[src/rtl/dflop_state_reader.sv]
// Sampled-register readout: captures d on strobe, counts samples, timestamps cycles,
// and streams a snapshot {A5, q, cnt, ts} as a byte frame over valid/ready.
module dflop_state_reader #(
    parameter int DW = 4,
    parameter int CW = 32,
    parameter int TW = 64
) (
    input  logic          clk,
    input  logic          rst,
    input  logic [DW-1:0] d,
    input  logic          d_en,
    input  logic          rd_req,
    output logic          busy,
    output logic [7:0]    out_data,
    output logic          out_valid,
    input  logic          out_ready,
    output logic          out_last
);

    localparam int NB = 2 + CW / 8 + TW / 8;
    localparam int FW = NB * 8;
    localparam int IW = $clog2(NB);

    typedef enum logic {IDLE, SEND} state_t;

    state_t          state_q, state_d;
    logic [DW-1:0]   q_q, q_d;
    logic [CW-1:0]   cnt_q, cnt_d;
    logic [TW-1:0]   ts_q, ts_d;
    logic [FW-1:0]   frame_q, frame_d;
    logic [IW-1:0]   idx_q, idx_d;
    logic            busy_q, busy_d;
    logic            valid_q, valid_d;
    logic            last_q, last_d;
    logic [7:0]      q_byte;

    always_comb begin
        q_d     = d_en ? d : q_q;
        cnt_d   = cnt_q + CW'(d_en);
        ts_d    = ts_q + TW'(1);
        state_d = state_q;
        frame_d = frame_q;
        idx_d   = idx_q;
        busy_d  = busy_q;
        valid_d = valid_q;
        last_d  = last_q;
        q_byte  = '0;
        q_byte[DW-1:0] = q_q;

        case (state_q)
            IDLE: begin
                if (rd_req) begin
                    // Snapshot uses pre-edge values, so a coincident d_en is excluded.
                    frame_d = {8'hA5, q_byte, cnt_q, ts_q};
                    state_d = SEND;
                    idx_d   = '0;
                    busy_d  = 1'b1;
                    valid_d = 1'b1;
                    last_d  = (NB == 1);
                end
            end
            SEND: begin
                if (out_ready) begin
                    if (idx_q == IW'(NB - 1)) begin
                        state_d = IDLE;
                        frame_d = '0;
                        idx_d   = '0;
                        busy_d  = 1'b0;
                        valid_d = 1'b0;
                        last_d  = 1'b0;
                    end else begin
                        frame_d = {frame_q[FW-9:0], 8'h00};
                        idx_d   = idx_q + IW'(1);
                        last_d  = (idx_q + IW'(1)) == IW'(NB - 1);
                    end
                end
            end
            default: state_d = IDLE;
        endcase
    end

    always_ff @(posedge clk or negedge rst) begin
        if (!rst) begin
            state_q <= IDLE;
            q_q     <= '0;
            cnt_q   <= '0;
            ts_q    <= '0;
            frame_q <= '0;
            idx_q   <= '0;
            busy_q  <= 1'b0;
            valid_q <= 1'b0;
            last_q  <= 1'b0;
        end else begin
            state_q <= state_d;
            q_q     <= q_d;
            cnt_q   <= cnt_d;
            ts_q    <= ts_d;
            frame_q <= frame_d;
            idx_q   <= idx_d;
            busy_q  <= busy_d;
            valid_q <= valid_d;
            last_q  <= last_d;
        end
    end

    assign busy      = busy_q;
    assign out_valid = valid_q;
    assign out_last  = last_q;
    assign out_data  = frame_q[FW-1 -: 8];

endmodule

[config.mk]
export PLATFORM = sky130hd
export DESIGN_NAME = dflop_state_reader
export DESIGN_NICKNAME = d
export VERILOG_FILES = /design/src/rtl/dflop_state_reader.sv
export SDC_FILE = /design/constraint.sdc
export NUM_CORES = 1
export LEC_CHECK = 0
export CAP_MARGIN = 0
export CORE_MARGIN = 4
export CORE_UTILIZATION = 50
export DETAILED_ROUTE_END_ITERATION = 6
export DONT_BUFFER_PORTS = 1
export PLACE_DENSITY_LB_ADDON = 0.15
export RECOVER_POWER = 100
export SLEW_MARGIN = 20
export SYNTH_ARGS = -nofsm -noshare
export SYNTH_HDL_FRONTEND = slang
export SYNTH_SLANG_ARGS = --single-unit
[constraint.sdc]
create_clock -name clk -period 4.9 [get_ports clk]
set_clock_uncertainty 0.2 [all_clocks]
set_input_delay 0.735 -clock clk [delete_from_list [all_inputs] [get_ports clk]]
set_output_delay 0.735 -clock clk [all_outputs]
set_load 0.005 [all_outputs]
Figure 1. Metal 4 (run 1).
Drawn at 2 px/micron.
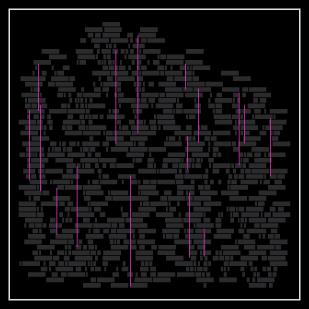
wire length on this layer: 498 microns
longest straight run: 55.1 microns
main direction: vertical
wire length after detailed routing: 19.8 mm
routed vias: 6219

Figure 2. Routing congestion (run 1).
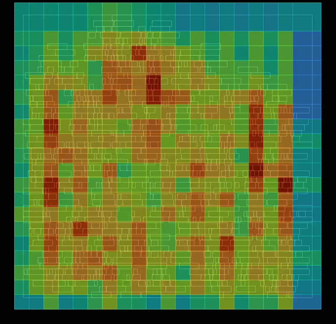
post-layout utilization of the core: 0.558
drt wl/cell: 19.4 microns
met1 Use GR: 0.290

Figure 3. Layout detail (run 1).
Window x 98 to 118, y 26 to 46 microns. Cells in gray, sequential cells in the stronger gray; small squares are vias.
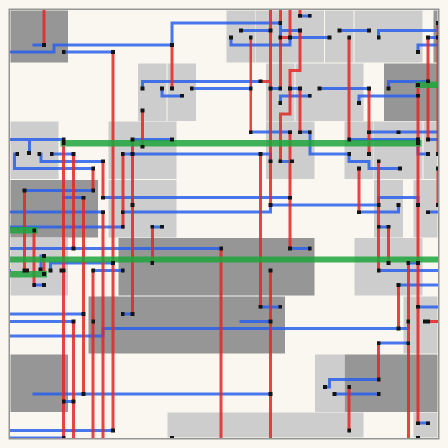
| layer | color |
|---|---|
| met2 | red |
| met1 | blue |
| met3 | green |
netlist names of flops here include: cnt_q (2)
sequential cells in the window: 2
cells with their middle in the window: 22
most frequent: nand2_1 (6), xnor2_1 (4), nor2_1 (3)

==> results_tabular.tex, run 1 <==
% Synthesis and place-and-route results
\begin{tabular}{lr}
\hline
Metric & Value \\
\hline
\multicolumn{2}{l}{\textbf{Clocking}} \\
CTS sink count & between 200 and 250 \\
Clock insertion delay at the later pin of the skew report & 520 ps \\
Buffers inserted by post-CTS timing repair & 0 \\
Clock transition at the registers of the reported paths & 60 ps \\
CTS resizes & 0 \\
Buffer depth of the longest clock path & 3 \\
TritonCTS clock tree & done \\
\multicolumn{2}{l}{\textbf{GRT}} \\
Vias in the first global route & 6295 \\
Met3 demand-to-capacity share in global routing & 0.0231 \\
Gr usage total & 0.196 \\
Global route total overflow & 0 \\
\multicolumn{2}{l}{\textbf{Power and ir drop}} \\
Post-route total power & 4.59 mW \\
Leakage power of the design & between 5 and 6 nW \\
Power Density & 453 nW/um\^{}2 \\
Worst IR drop on VDD & 300 uV \\
\multicolumn{2}{l}{\textbf{Final layout}} \\
Area overhead of the layout relative to synthesis & 8.80\% \\
Flop share of the area & 0.541 \\
Logic area & 3170 sq um \\
Number of clock-tree buffers in the layout & 30 \\
Data buffer area share & 0.00519 \\
Diodes inserted & 0 \\
Commonest cells after routing, fill and taps aside & dfrtp\_1 (219), inv\_1 (101), a222oi\_1 (92), xnor2\_1 (64), nand3\_1 (44) \\
Share of cell area taken by multi-input logic gates & 0.313 \\
\multicolumn{2}{l}{\textbf{Critical path}} \\
Startpoint Class & flop \\
Length in cells of the worst reg-to-reg path & 4 \\
Reg-to-reg setup timing slack & between 1500 and 2000 ps \\
Crit-path max cell delay & between 1500 and 2000 ps \\
Worst setup EP type & flop \\
Top delay family on crit path & buffers and inverters \\
Reg2Reg Capture Point & frame\_q[85] \\
Critical R2R Launch & state\_q \\
Crit-path max FO & around 100 \\
\multicolumn{2}{l}{\textbf{Timing}} \\
Tcrit/Tclk final & 0.693 \\
Final tally of max-slew violations & between 100 and 150 \\
Hold Fails Final Rpt & 219 \\
Crit path setup slack, layout & 1500 ps \\
Final-layout worst hold slack & -283 ps \\
Max frequency & approximately 290 MHz \\
Unrepaired setup endpoints after global routing & false \\
Slew at the pin with the worst max-slew slack & about 2200 ps \\
Final worst path period need & 3400 ps \\
\multicolumn{2}{l}{\textbf{Synthesis}} \\
Portion of the post-synthesis area used by sequential elements & 0.588 \\
Number of cells in Yosys stat & $\sim$800 \\
Number of synthesized register bits & between 200 and 250 \\
Post-Synthesis Mean Instance Area & 11.7 sq um \\
Most instantiated flip-flop cell in the synthesis netlist & dfrtp\_1 \\
Number of enable flip-flop cells & 0 \\
Asr flop ratio synth & 1.00 \\
Count of unique library cells instantiated by Yosys & about 41 \\
Warnings, synthesis & 0 \\
\multicolumn{2}{l}{\textbf{Flow run}} \\
Number of warnings in the stage logs & 35 \\
Max cap viols & 1 \\
\multicolumn{2}{l}{\textbf{Floorplanning}} \\
Placeable core area & 18100 sq um \\
Die Area & approximately 21000 sq um \\
Die Ht & between 100 and 150 microns \\
Well-tap cell count & 229 \\
Number of rows created at floorplan & roughly 50 \\
Effective utilization at floorplan & 0.513 \\
I/O pin count & 20 \\
\multicolumn{2}{l}{\textbf{Status}} \\
Violations in the final reports & negative hold slack, max-capacitance violations, max-slew violations \\
Result of the run & complete, but fails checks \\
\multicolumn{2}{l}{\textbf{Route}} \\
Top Metal Used & met4 \\
Wire length on met1 & 9.18 mm \\
Amount of wire on met3 after detailed routing & 752 microns \\
Detailed-routing iteration count for the pre-antenna-repair pass & 7 \\
First DRT Iteration DRCs & 925 \\
\multicolumn{2}{l}{\textbf{Placed design}} \\
Pre-CTS setup slack & 2300 ps \\
DP HPWL & 12.2 mm \\
Dpl cell area & 9410 sq um \\
Gpl congestion & 0.849 \\
\multicolumn{2}{l}{\textbf{Worst hold path}} \\
Hold Path Class & primary input to async pin \\
\hline
\end{tabular}
run 1: power breakdown:
part	switching (mW)	internal, mW	total (mW)	leakage (nW)
combinational	0.327	0.248	0.575	1.89
clock	0.719	0.993	1.71	0.379
sequential	0.238	2.07	2.31	3.00
total	1.28	3.31	4.59	5.27
run 1: synthesized netlist by cell type, types with 17 or more instances:
cell / n / area share
xor2_1: 30 / 0.028
clkbuf_1: 33 / 0.013
inv_1: 101 / 0.041
a22o_1: 17 / 0.016
a222oi_1: 92 / 0.099
nand2_1: 37 / 0.015
nor2_1: 21 / 0.0085
xnor2_1: 64 / 0.060
nand3_1: 44 / 0.024
nand4_1: 22 / 0.015
and3_1: 18 / 0.012
dfrtp_1: 219 / 0.59
run 1: how the worst max path moves through the flow:
stage            start           to  slack (ps)  depth (start not counted)
6_report       state_q  frame_q[85]        1500                          4
5_1_grt        state_q  frame_q[46]        1220                          4
4_1_cts        state_q  frame_q[25]        2340                          5
3_5_place_dp    rd_req  frame_q[24]        2300                          5
3_3_place_gp    rd_req  frame_q[16]        2310                          5
2_1_floorplan     d_en    cnt_q[26]        2600                          7
run 1: worst register-to-register path: cells and delay by family (launching register included):
family / cells / cell delay, ps
buffers and inverters: 2 / 1670
AND/OR/NAND/NOR: 1 / 330
AND-OR/OR-AND: 1 / 550
flip-flops: 1 / 580
run 1: cells by family (layout without fill, tap and decap cells):
group	after synthesis	count (layout)	synth area share
flops	219	219	0.588
fa+ha+maj	6	6	0.00806
buf+inv	154	147	0.0668
compound gates	125	125	0.125
simple gates	194	194	0.117
mux	5	5	0.00605
xor+xnor	94	94	0.0884
run 1: registers in the layout (all words and copies together) (netlist names):
register,count
out_valid,1
ts_q,64
cnt_q,32
frame_q,112
idx_q,4
out_last,1
state_q,1
q_q,4
--- run 2 (diff from run 1) ---
==> constraint.sdc (replaced) <==
create_clock -name clk -period 3.4 [get_ports clk]
set_clock_uncertainty 0.2 [all_clocks]
set_input_delay 0.51 -clock clk [delete_from_list [all_inputs] [get_ports clk]]
set_output_delay 0.51 -clock clk [all_outputs]
set_load 0.005 [all_outputs]
Figure 4. Signal wires by layer (run 2).
Drawn at 2 px/micron.
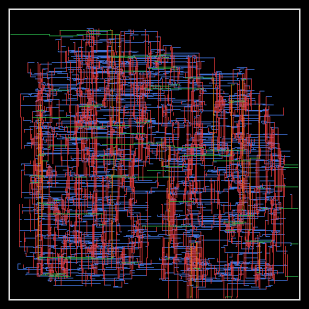
| layer | color | wire length |
|---|---|---|
| met3 | green | 884 microns |
| met1 | blue | 9150 microns |
| met2 | red | 9840 microns |
| met4 | orange | 618 microns |
drt wl/cell: 19.9 microns
wire length after detailed routing: 20.5 mm
gr usage total: 0.203
routed vias: 6287

Figure 5. Clock wires, drivers and flops (run 2).
Drawn at 2 px/micron.
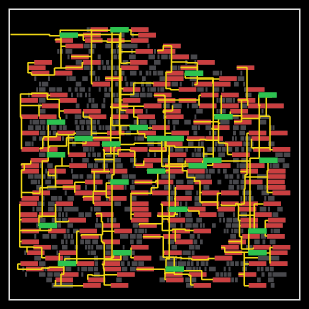
[clock wires] yellow | length: 2610 microns
[cells driving clock nets] green | count: 24
[flip-flops] red | count: 219
routed clock nets: 25
flops lie: spread over the die
Power Clock: 2.80 mW
fraction of power consumed by the clock network: 0.401
clock insertion delay at the later pin of the skew report: 510 ps

==> run 2 against run 1 <==
The run ends with design-rule violations, negative hold slack left. Largest power group unchanged. Cell area rose by 1.9%. Worst hold slack got worse by 210 ps. Clock-buffer cell count grew 6. Critical path type is now primary input to flop. Cell count rose by 0.98%.
==> results_tabular.tex, run 2 <==
% Synthesis and place-and-route results
\begin{tabular}{lr}
\hline
Metric & Value \\
\hline
\multicolumn{2}{l}{\textbf{Placed design}} \\
Pre-CTS setup slack & 1090 ps \\
DP HPWL & 12.8 mm \\
Gpl congestion & 0.842 \\
\multicolumn{2}{l}{\textbf{GRT}} \\
Met1 Use GR & 0.290 \\
Global route total overflow & 0 \\
Highest-utilization routing layer at the global route stage & met2 \\
Largest net degree at the start of global routing & 220 \\
Vias in the first global route & 6325 \\
Met3 demand-to-capacity share in global routing & 0.0241 \\
Global-route wire length before repair & about 34 mm \\
\multicolumn{2}{l}{\textbf{Timing}} \\
Crit path setup slack, layout & a little over 400 ps \\
Tcrit/Tclk final & 0.879 \\
Hold Fails Final Rpt & 219 \\
Unrepaired setup endpoints after global routing & false \\
Slew at the pin with the worst max-slew slack & 1010 ps \\
Relative slew slack & 0.324 \\
Final-layout worst hold slack & -493 ps \\
Final worst path period need & $\sim$3000 ps \\
Max frequency & $\sim$330 MHz \\
Final tally of max-slew violations & 0 \\
\multicolumn{2}{l}{\textbf{Route}} \\
Top Metal Used & met4 \\
Wire length on met1 & $\sim$9 mm \\
Detailed-routing iteration count for the pre-antenna-repair pass & 7 \\
Amount of wire on met3 after detailed routing & $\sim$900 microns \\
First DRT Iteration DRCs & $\sim$960 \\
Post-detailed-route count of antenna-violating nets & 0 \\
DRC violations left & 5 \\
\multicolumn{2}{l}{\textbf{Status}} \\
Violations in the final reports & design-rule violations, negative hold slack \\
Result of the run & complete, but fails checks \\
\multicolumn{2}{l}{\textbf{Synthesis}} \\
Number of cells in Yosys stat & 797 \\
List of most frequent post-synthesis cells & dfrtp\_1 (219), inv\_1 (101), a222oi\_1 (92) \\
Count of unique library cells instantiated by Yosys & roughly 41 \\
Area of the synthesized netlist per yosys stat & 9310 sq um \\
Portion of the post-synthesis area used by sequential elements & 0.588 \\
Top cells, area & dfrtp\_1 (59\%), a222oi\_1 (9.9\%), xnor2\_1 (6.0\%) \\
Largest area contributor in the netlist & dfrtp\_1 \\
Fraction of synthesized cell area taken by the top area cell type & 0.588 \\
Most instantiated flip-flop cell in the synthesis netlist & dfrtp\_1 \\
Asr flop ratio synth & 1.00 \\
Post-Synthesis Mean Instance Area & 11.7 sq um \\
Number of enable flip-flop cells & 0 \\
Warnings, synthesis & 0 \\
Count leader, synth & dfrtp\_1 \\
Number of synthesized register bits & $\sim$220 \\
\multicolumn{2}{l}{\textbf{Critical path}} \\
Required time at the worst-slack endpoint & between 3000 and 4000 ps \\
Startpoint Class & primary input \\
Reg2Reg Capture Point & frame\_q[54] \\
Reg-to-reg setup timing slack & 490 ps \\
Critical R2R Launch & state\_q \\
Worst setup EP type & flop \\
Length in cells of the worst reg-to-reg path & 6 \\
Crit-path max FO & 5 \\
\multicolumn{2}{l}{\textbf{Clocking}} \\
Buffer depth of the longest clock path & 3 \\
CTS sink count & 219 \\
Buffers inserted by post-CTS timing repair & 0 \\
Number of hold-repair buffers added at the cts stage & 7 \\
TritonCTS clock tree & done \\
CTS resizes & 0 \\
Clock transition at the registers of the reported paths & 60 ps \\
\multicolumn{2}{l}{\textbf{Final layout}} \\
Registers with the highest flip-flop counts & frame\_q x112, ts\_q x64, cnt\_q x32 \\
Commonest cells after routing, fill and taps aside & dfrtp\_1 (219), inv\_1 (101), a222oi\_1 (92), xnor2\_1 (64), nand3\_1 (44) \\
Diodes inserted & 0 \\
Area overhead of the layout relative to synthesis & 10.9\% \\
Largest register by flop count & frame\_q \\
Number of flip-flops in the largest register & $\sim$110 \\
\multicolumn{2}{l}{\textbf{Power and ir drop}} \\
Leakage power of the design & 5.37 nW \\
Power Density & $\sim$670 nW/um\^{}2 \\
Worst IR drop on VDD & around 440 uV \\
\multicolumn{2}{l}{\textbf{Worst hold path}} \\
Hold Path Class & primary input to async pin \\
\multicolumn{2}{l}{\textbf{Floorplanning}} \\
I/O pin count & 20 \\
Placeable core area & 18100 sq um \\
Number of rows created at floorplan & 49 \\
Die Ht & around 140 microns \\
Effective utilization at floorplan & 0.513 \\
Die Area & 20900 sq um \\
\multicolumn{2}{l}{\textbf{Flow run}} \\
Max cap viols & 0 \\
Number of warnings in the stage logs & 32 \\
\hline
\end{tabular}
==> run 2: layout make-up <==
cell class              instances  area [sq um]
flip-flops and latches        219          5480
well taps                     229           287
clock inverters                 7           135
multi-input cells             424          3170
repair buffers                 13           138
fillers                      1524          7820
inverters                     101           379
clock buffers                  36           737
==> run 2: cells by family after synthesis <==
| kind of cell | share of synthesized area |
|---|---|
| buffers and inverters | 0.0668 |
| xor gates and xnor gates | 0.0884 |
| muxes | 0.00605 |
| and+or+nand+nor | 0.117 |
| adders and majority gates | 0.00806 |
| AOI/OAI and AO/OA | 0.125 |
| DFF | 0.588 |
==> run 2: worst max-delay path by stage <==
stage | start | end | slack (ps) | cells after the start
4_1_cts | d_en | cnt_q[24] | 800 | 8
3_5_place_dp | d_en | cnt_q[26] | 1090 | 7
5_1_grt | state_q | frame_q[54] | 330 | 6
3_3_place_gp | d_en | cnt_q[26] | 1130 | 7
6_report | d_en | cnt_q[31] | 410 | 7
2_1_floorplan | d_en | cnt_q[26] | 1330 | 7
==> run 2: metrics by stage <==
stage          power [mW]  instance area [sq um]  utilization  cells
6_report             6.96                  10300        0.569   1029
5_1_grt              7.28                  10300        0.569   1029
4_1_cts              7.05                  10400        0.573   1029
3_5_place_dp         4.22                   9460        0.521    979
3_3_place_gp         4.18                   9460        0.521    979
2_1_floorplan        3.96                   9310            -    797
==> run 2: critical path, cell delays in order <==
cell and delay (ps):
dlygate4sd3_1 750, ha_1 270, nand2_1 90, nor4_1 800, nand3_1 400, nor2_1 250, xor2_1 150
==> run 2: power breakdown <==
group | leakage [nW] | total (mW) | switching, mW | internal [mW]
Clock | 0.431 | 2.80 | 1.00 | 1.79
Sequential | 3.00 | 3.32 | 0.340 | 2.98
Combinational | 1.94 | 0.849 | 0.490 | 0.359
Total | 5.37 | 6.96 | 1.83 | 5.13
Power and IR drop assume default switching activity.
